Figure 1. Routed clock nets over the placement (run 1).
Bar = 50 µm.
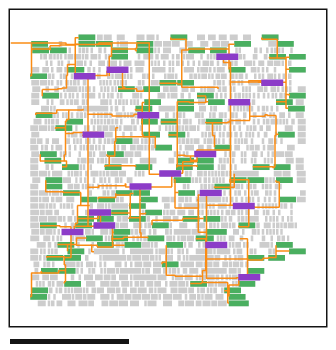
Figure 2. Gate-type map (run 1).
Bar = 50 µm.
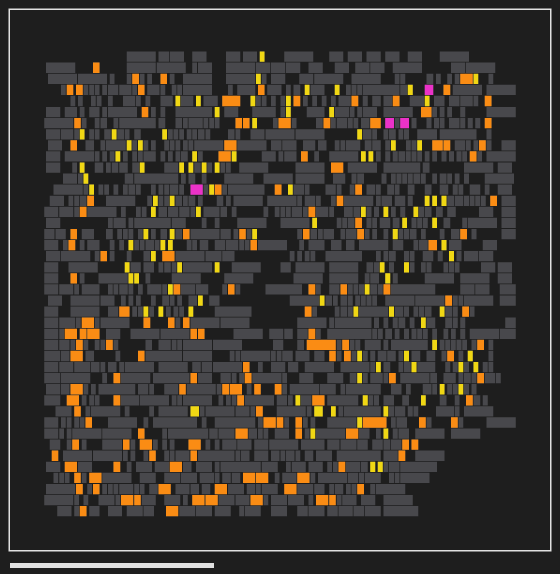
Figure 3. Floorplan with the power grid (run 1).
Pins as bars on the die edge. Tap cells in grey.
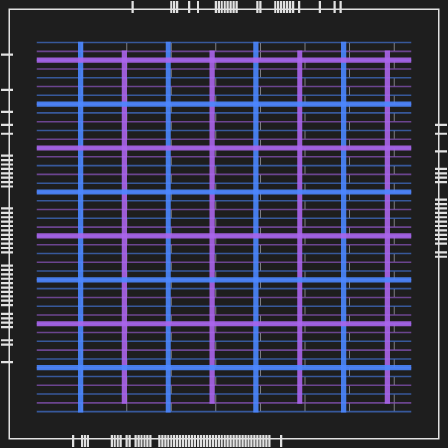
## config.mk

```make
export PLATFORM = sky130hd
export DESIGN_NAME = pipe_ctrl
export DESIGN_NICKNAME = d
export VERILOG_FILES = /design/src/rtl/pipe_ctrl.sv
export SDC_FILE = /design/constraint.sdc
export NUM_CORES = 1
export LEC_CHECK = 0
export ABC_AREA = 1
export CORE_MARGIN = 8
export CORE_UTILIZATION = 50
export CTS_CLUSTER_SIZE = 10
export DETAILED_ROUTE_END_ITERATION = 10
export HOLD_SLACK_MARGIN = 0.03
export PLACE_DENSITY = 0.75
export REMOVE_ABC_BUFFERS = 1
export SYNTH_ARGS = -nofsm -noshare
export SYNTH_HDL_FRONTEND = slang
export SYNTH_SLANG_ARGS = --single-unit
```

## constraint.sdc

```tcl
create_clock -name clk -period 2.41 [get_ports clk]
set_clock_uncertainty 0.2 [all_clocks]
set_input_delay 0.482 -clock clk [delete_from_list [all_inputs] [get_ports clk]]
set_output_delay 0.482 -clock clk [all_outputs]
set_load 0.03 [all_outputs]
```

## src/rtl/pipe_ctrl.sv

```systemverilog
// Pipeline sequencer for the 5-stage RV32I core: merges load-use and memory-wait
// stalls with EX redirects into per-stage hold/flush controls, plus timeout and perf counters.
module pipe_ctrl #(
    parameter int unsigned MEM_TIMEOUT = 255,
    parameter int unsigned CNT_W       = 32
) (
    input  logic             clk,
    input  logic             rst,
    input  logic             stallreq_id_i,
    input  logic             stallreq_mem_i,
    input  logic             branch_taken_i,
    input  logic [31:0]      branch_target_i,
    input  logic             clr_cnt_i,
    output logic [4:0]       stall_o,
    output logic             flush_ifid_o,
    output logic             flush_idex_o,
    output logic             redirect_o,
    output logic [31:0]      redirect_pc_o,
    output logic             mem_timeout_o,
    output logic [CNT_W-1:0] stall_cycles_o,
    output logic [CNT_W-1:0] flush_count_o
);

    typedef enum logic [1:0] {
        RUN      = 2'd0,
        MEM_WAIT = 2'd1,
        ERROR    = 2'd2
    } state_e;

    localparam logic [15:0] TIMEOUT_LIM = 16'(MEM_TIMEOUT);

    state_e             state_q, state_d;
    logic               pending_q, pending_d;
    logic [31:0]        target_q, target_d;
    logic [15:0]        wait_cnt_q, wait_cnt_d;
    logic               timeout_q, timeout_d;
    logic [CNT_W-1:0]   stall_cnt_q, stall_cnt_d;
    logic [CNT_W-1:0]   flush_cnt_q, flush_cnt_d;

    logic [15:0]        wait_inc;
    logic               run_decode;
    logic [4:0]         stall;
    logic               flush_ifid;
    logic               flush_idex;
    logic               redirect;
    logic [31:0]        redirect_pc;

    always_comb begin
        state_d     = state_q;
        pending_d   = pending_q;
        target_d    = target_q;
        wait_cnt_d  = wait_cnt_q;
        timeout_d   = timeout_q;
        run_decode  = 1'b0;
        stall       = '0;
        flush_ifid  = 1'b0;
        flush_idex  = 1'b0;
        redirect    = 1'b0;
        redirect_pc = '0;
        wait_inc    = wait_cnt_q + 16'd1;

        case (state_q)
            RUN: begin
                if (stallreq_mem_i) begin
                    stall      = 5'b01111;
                    wait_cnt_d = 16'd1;
                    if (branch_taken_i) begin
                        pending_d = 1'b1;
                        target_d  = branch_target_i;
                    end
                    if (TIMEOUT_LIM == 16'd1) begin
                        state_d   = ERROR;
                        timeout_d = 1'b1;
                    end else begin
                        state_d = MEM_WAIT;
                    end
                end else begin
                    run_decode = 1'b1;
                end
            end
            MEM_WAIT: begin
                if (stallreq_mem_i) begin
                    stall      = 5'b01111;
                    wait_cnt_d = wait_inc;
                    // EX is held during the wait, so a repeated pulse is the same branch
                    if (branch_taken_i && !pending_q) begin
                        pending_d = 1'b1;
                        target_d  = branch_target_i;
                    end
                    if (wait_inc == TIMEOUT_LIM) begin
                        state_d   = ERROR;
                        timeout_d = 1'b1;
                    end
                end else begin
                    state_d    = RUN;
                    wait_cnt_d = '0;
                    if (pending_q) begin
                        flush_ifid  = 1'b1;
                        flush_idex  = 1'b1;
                        redirect    = 1'b1;
                        redirect_pc = target_q;
                        pending_d   = 1'b0;
                    end else begin
                        run_decode = 1'b1;
                    end
                end
            end
            ERROR: begin
                stall = 5'b11111;
            end
            default: begin
                state_d = RUN;
            end
        endcase

        // Shared RUN-style decode; the memory case has already been excluded above
        if (run_decode) begin
            if (branch_taken_i) begin
                flush_ifid  = 1'b1;
                flush_idex  = 1'b1;
                redirect    = 1'b1;
                redirect_pc = branch_target_i;
            end else if (stallreq_id_i) begin
                stall      = 5'b00011;
                flush_idex = 1'b1;
            end
        end
    end

    always_comb begin
        stall_o       = rst ? stall       : '0;
        flush_ifid_o  = rst ? flush_ifid  : 1'b0;
        flush_idex_o  = rst ? flush_idex  : 1'b0;
        redirect_o    = rst ? redirect    : 1'b0;
        redirect_pc_o = rst ? redirect_pc : '0;
    end

    always_comb begin
        stall_cnt_d = stall_cnt_q;
        flush_cnt_d = flush_cnt_q;
        if (clr_cnt_i) begin
            stall_cnt_d = '0;
            flush_cnt_d = '0;
        end else begin
            if ((stall_o != '0) && (stall_cnt_q != '1)) begin
                stall_cnt_d = stall_cnt_q + CNT_W'(1);
            end
            if (redirect_o && (flush_cnt_q != '1)) begin
                flush_cnt_d = flush_cnt_q + CNT_W'(1);
            end
        end
    end

    always_ff @(posedge clk) begin
        if (!rst) begin
            state_q     <= RUN;
            pending_q   <= 1'b0;
            target_q    <= '0;
            wait_cnt_q  <= '0;
            timeout_q   <= 1'b0;
            stall_cnt_q <= '0;
            flush_cnt_q <= '0;
        end else begin
            state_q     <= state_d;
            pending_q   <= pending_d;
            target_q    <= target_d;
            wait_cnt_q  <= wait_cnt_d;
            timeout_q   <= timeout_d;
            stall_cnt_q <= stall_cnt_d;
            flush_cnt_q <= flush_cnt_d;
        end
    end

    assign mem_timeout_o  = timeout_q;
    assign stall_cycles_o = stall_cnt_q;
    assign flush_count_o  = flush_cnt_q;

endmodule
```

==> impl_metrics.env, run 1 <==
# implementation run metrics
export IMPL_layout_top_cell="nand2_1"
export IMPL_power_density_nw_per_um2=551
export IMPL_root_buffer="clkbuf_16"
export IMPL_clk_latency_ps=420
export IMPL_layout_top_cells="nand2_1 (333), nor2_1 (166), dfxtp_1 (113)"
export IMPL_cp_max_fo=8
export IMPL_endpoint_kind="primary output"
export IMPL_crit_slowest_cell="dfxtp_4"
export IMPL_ys_cells=1093
export IMPL_setup_slack_ps=-182
export IMPL_slew_viol_final=0
export IMPL_violations="setup timing"
export IMPL_cts_sinks=116
export IMPL_fmax_mhz=386
export IMPL_r2r_cells=12
export IMPL_ys_ff=116
export IMPL_ios=143
export IMPL_flop_area_um2=2330
export IMPL_row_count=42
export IMPL_cp_required_ps=1730
export IMPL_period_used=1.08
export IMPL_clk_pin_slew_ps=50
export IMPL_numPortBuffers=142
export IMPL_vias_per_cell=5.31
export IMPL_status="complete, but fails checks"
export IMPL_h_tree_depth=4
export IMPL_dieArea_um2=17600
export IMPL_ys_seq_share=0.342
export IMPL_netlist_area_um2=6790
export IMPL_syn_instance_count=1093
export IMPL_hold_path_class="flip-flop to flip-flop"
export IMPL_power_leakage_uw=0.00365
export IMPL_setup_worst_path_start_class="flip-flop"
export IMPL_drive_gt1_frac=0.185
export IMPL_drt_total_wl_um=21700
export IMPL_drt_first_pass_iters=5
export IMPL_crit_chain="nand2_4, inv_4, nor3_4, buf_6, buf_16, nand2_1, a21oi_1, buf_4"
export IMPL_setup_violations_final=32
export IMPL_log_warning_count=28
export IMPL_area_growth_pct=42.8
export IMPL_grt_start_max_net_pins=33
export IMPL_cts_max_path_buffers=2
export IMPL_nets=1309
## Picture notes: Figure 1
cells driving clock nets: marked purple, count 17. clock wires: marked orange, length 1700 µm. flip-flops: marked green, count 116.
Position of the flops: spread over the die.

## Picture notes: Figure 2
inverters: marked yellow, cells 103, most used inv_1. inverting AOI/OAI gates: marked orange, cells 146, most used a21oi_1, where spread over the die. AND and OR gates: marked magenta, cells 4, most used and3_1.

## Picture notes: Figure 3
VSS: marked blue. VDD: marked purple.
8 straps on met4. The core has 42 rows. 143 signal pins sit on the boundary.

-- run 1: layout make-up --
class | count | share of cell area
clock inverters | 10 | 0.0183
inverters | 103 | 0.0404
repair buffers | 199 | 0.210
well taps | 176 | 0.0227
clock buffers | 21 | 0.0486
flip-flops and latches | 116 | 0.241
multi-input cells | 830 | 0.419
-- run 1: Yosys cell counts, drive strengths merged --
cell,count,area share
o22ai,1,0.0030
buf,23,0.022
xor2,15,0.019
dfxtp,116,0.34
a221oi,1,0.0013
a21boi,1,0.0011
o21ai,49,0.037
nand3b,9,0.010
inv,102,0.056
nor2,180,0.10
nand4,19,0.018
and3b,1,0.0013
ha,4,0.0074
a31oi,1,0.00092
nor3,36,0.033
nor4,2,0.0018
and3,3,0.0028
clkinv,1,0.00055
xnor2,9,0.012
nor3b,2,0.0030
o21bai,3,0.0033
clkbuf,21,0.012
nand3,44,0.036
a21oi,89,0.069
a211oi,1,0.0018
nand2,360,0.20
-- run 1: repair_timing --
item,4_1_cts,5_1_grt
buffers inserted,10,2
setup endpoints to repair,36,39
cloned,3,1
pin swaps,10,6
resized,45,67
-- run 1: flip-flops by register name, indices dropped and copies added, names as in the netlist --
signal	count
wait_cnt_q	16
state_q	2
mem_timeout_o	1
pending_q	1
stall_cycles_o	32
target_q	32
flush_count_o	32
-- run 1: worst min-delay path, cell delays in order, from the launching register on --
cell     delay [ps]
dfxtp_1         320
nand2_1          50
nand2_1          40
-- run 1: final timing paths --
path	start	to	slack (ps)
worst min register to register	mem_timeout_o	mem_timeout_o	260
worst max register to register	wait_cnt_q[1]	state_q[0]	220
worst max-delay path	state_q[0]	redirect_pc_o[17]	-180
worst min-delay path	mem_timeout_o	mem_timeout_o	260
-- run 1: power by group --
part	switching (µW)	internal, µW	total [µW]
registers	31.4	1960	1990
clock network	913	1900	2810
logic	304	232	536
total	1250	4100	5340
-- run 1: metrics by stage --
stage / utilization / setup WS (ps) / instance area [µm²] / instances / setup TNS (ps)
2_1_floorplan: - / -823 / 6560 / 1049 / -54510
3_3_place_gp: 0.643 / -136 / 8520 / 1411 / -6740
3_5_place_dp: 0.643 / -178 / 8520 / 1411 / -9210
4_1_cts: 0.714 / -106 / 9450 / 1455 / -3210
5_1_grt: 0.732 / -247 / 9690 / 1455 / -4380
6_report: 0.732 / -182 / 9690 / 1455 / -2100
-- run 1: cells by family (layout without fill, tap and decap cells) --
logic type	after synthesis	count (layout)	share of synthesized area
AND/OR/NAND/NOR	656	656	0.412
buffers and inverters	147	333	0.0907
AND-OR/OR-AND	146	146	0.117
flip-flops	116	116	0.342
XOR/XNOR	24	24	0.0310
adder cells (fa/ha/maj)	4	4	0.00738
-- run 1: metal layers --
metal / GRT usage / routed length (µm) / part of all wire / vias to the layer above
met5: 0 / 0 / 0 / -
met4: 0.0997 / 714 / 0.033 / 0
met3: 0.0556 / 1350 / 0.062 / 58
met2: 0.394 / 10100 / 0.47 / 301
met1: 0.290 / 9510 / 0.44 / 3522
li1: - / - / - / 3838
Figure 4. The clock network (run 1).
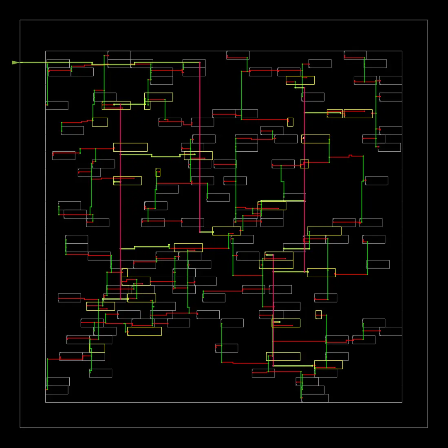

==> run 2: changes to the inputs <==
--- a/config.mk
+++ b/config.mk
@@ -5,13 +5,12 @@
 export SDC_FILE = /design/constraint.sdc
 export NUM_CORES = 1
 export LEC_CHECK = 0
-export ABC_AREA = 1
 export CORE_MARGIN = 8
 export CORE_UTILIZATION = 50
 export CTS_CLUSTER_SIZE = 10
 export DETAILED_ROUTE_END_ITERATION = 10
 export HOLD_SLACK_MARGIN = 0.03
-export PLACE_DENSITY = 0.75
+export PLACE_DENSITY = 0.76
 export REMOVE_ABC_BUFFERS = 1
 export SYNTH_ARGS = -nofsm -noshare
 export SYNTH_HDL_FRONTEND = slang
==> constraint.sdc (replaced) <==
create_clock -name clk -period 3.2 [get_ports clk]
set_clock_uncertainty 0.2 [all_clocks]
set_input_delay 0.64 -clock clk [delete_from_list [all_inputs] [get_ports clk]]
set_output_delay 0.64 -clock clk [all_outputs]
set_load 0.03 [all_outputs]
Figure 5. The clock network (run 2).
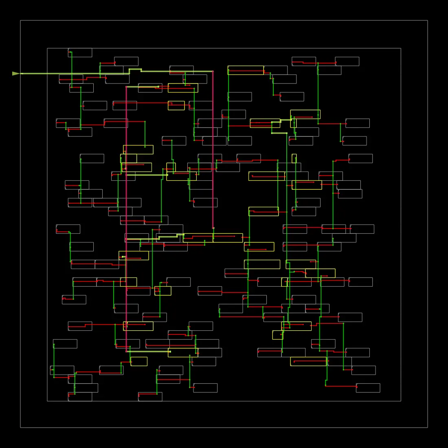
Clk power: 2060 µW
Flop Count: 116

Figure 6. Floorplan with the power grid (run 2).
Pins as bars on the die edge. Tap cells in grey.
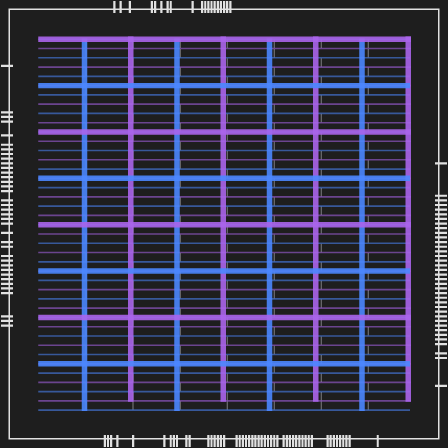
die y size: 126 µm
die width: 126 µm
Core Region: 11900 µm²

==> run 2 against run 1 <==
Effect of this change: the run now ends clean; flip-flop count stayed put; largest power group unchanged; utilization decreased by 4.5 points; non-clock buffer count down 42; synthesized area decreased by 12%; highest routed layer unchanged; via count down 26%; count of clock-buffer cells in the layout increased by 2.
==> impl_metrics.env, run 2 <==
# implementation run metrics
export IMPL_status="finished, final reports clean"
export IMPL_drive_gt1_frac=0.120
export IMPL_setup_worst_path_start_class="primary input"
export IMPL_fin_tns_setup_ps=0
export IMPL_cp_required_ps=2360
export IMPL_period_used=0.953
export IMPL_h_tree_depth=4
export IMPL_hold_path_class="flip-flop to flip-flop"
export IMPL_vias_per_cell=5.55
export IMPL_setup_violations_final=0
export IMPL_post_cts_buffers=0
export IMPL_yosys_mux_area_fraction=0.00667
export IMPL_ios=143
export IMPL_layout_cells_non_filler=1034
export IMPL_clk_latency_ps=400
export IMPL_ys_ff=116
export IMPL_cts_sinks=116
export IMPL_startpoint="stallreq_mem_i"
export IMPL_fmax_mhz=328
export IMPL_synth_main_ff_cell="dfxtp_1"
export IMPL_edf_count=0
export IMPL_ys_cells=739
export IMPL_numPortBuffers=142
export IMPL_synthTopCellsByCount="dfxtp_1 (116), nand2_1 (109), nor2_1 (74)"
export IMPL_drt_total_wl_um=16500
export IMPL_clk_pin_slew_ps=50
export IMPL_grt_start_max_net_pins=67
export IMPL_row_count=40
export IMPL_r2r_cells=7
export IMPL_layout_top_cell="dfxtp_1"
export IMPL_power_leakage_uw=0.00294
export IMPL_synth_area_leader_cell="dfxtp_1"
export IMPL_netlist_area_um2=6000
export IMPL_layout_top_cells="dfxtp_1 (116), nand2_1 (109), clkdlybuf4s50_1 (101)"
export IMPL_crit_slowest_cell="clkdlybuf4s50_1"
export IMPL_nets=917
export IMPL_ys_seq_share=0.387
export IMPL_slew_viol_final=0
Figure 7. Gate-type map (run 2).
Bar = 50 µm.
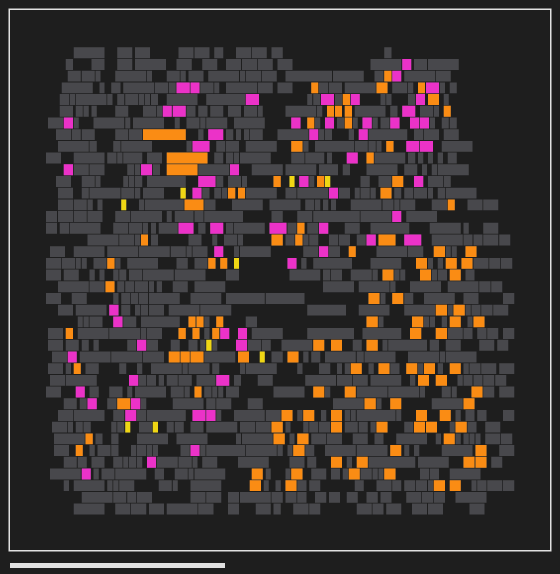
AND and OR gates: marked magenta, cells 62, most used and2_1. inverting AOI/OAI gates: marked orange, cells 116, most used a22oi_1. inverters: marked yellow, cells 9, most used inv_1.

run 2: cell count changes after synthesis, moves of 35 or more:
cell,delta
nor2b_1,+43
a22oi_1,+35
nand2_1,-247
inv_1,-82
a21oi_1,-66
nor2_1,-95
run 2: report_power, final:
part | total, µW | internal [µW] | switching, µW
sequential | 1480 | 1470 | 14.5
clock | 2060 | 1400 | 653
combinational | 281 | 123 | 157
run 2: worst min-delay path by stage:
stage | start | to | slack (ps) | cells past startpoint
2_1_floorplan | target_q[0] | target_q[0] | 240 | 2
3_3_place_gp | target_q[19] | target_q[19] | 250 | 2
3_5_place_dp | target_q[17] | target_q[17] | 260 | 2
4_1_cts | target_q[17] | target_q[17] | 270 | 2
5_1_grt | target_q[17] | target_q[17] | 280 | 2
6_report | target_q[17] | target_q[17] | 260 | 2
run 2: critical path, delay by kind of cell:
kind,cells,cell delay [ps]
AOI/OAI and AO/OA,1,110
buffers and inverters,3,880
and+or+nand+nor,3,560
run 2: metal layers:
| layer | track usage | vias up | routed length, µm |
|---|---|---|---|
| li1 | - | 2853 | - |
| met1 | 0.246 | 2709 | 7270 |
| met2 | 0.338 | 162 | 8040 |
| met3 | 0.0650 | 13 | 1030 |
| met4 | 0.0709 | 0 | 186 |
| met5 | 0 | - | 0 |
run 2: cells by family after synthesis:
family | Yosys count
simple gates | 384
mux | 4
xor+xnor | 58
flops | 116
buf+inv | 49
compound gates | 124
fa+ha+maj | 4
run 2: cell type report:
cell class	count	area, µm²
Sequential cell	116	2320
Fill cell	970	3720
Clock buffer	23	498
Multi-Input combinational cell	574	3490
Clock inverter	8	146
Inverter	9	33.8
Timing Repair Buffer	157	1470
Tap cell	147	184
run 2: through the flow:
step                setup slack [ps]  cell area [µm²]
finish                           149             8140
global route                     111             8140
CTS                              152             8140
detailed placement              44.1             7490
global placement                 120             7490
floorplan                       -632             5840
No activity file was given, so power comes from the tool's default toggle rates.
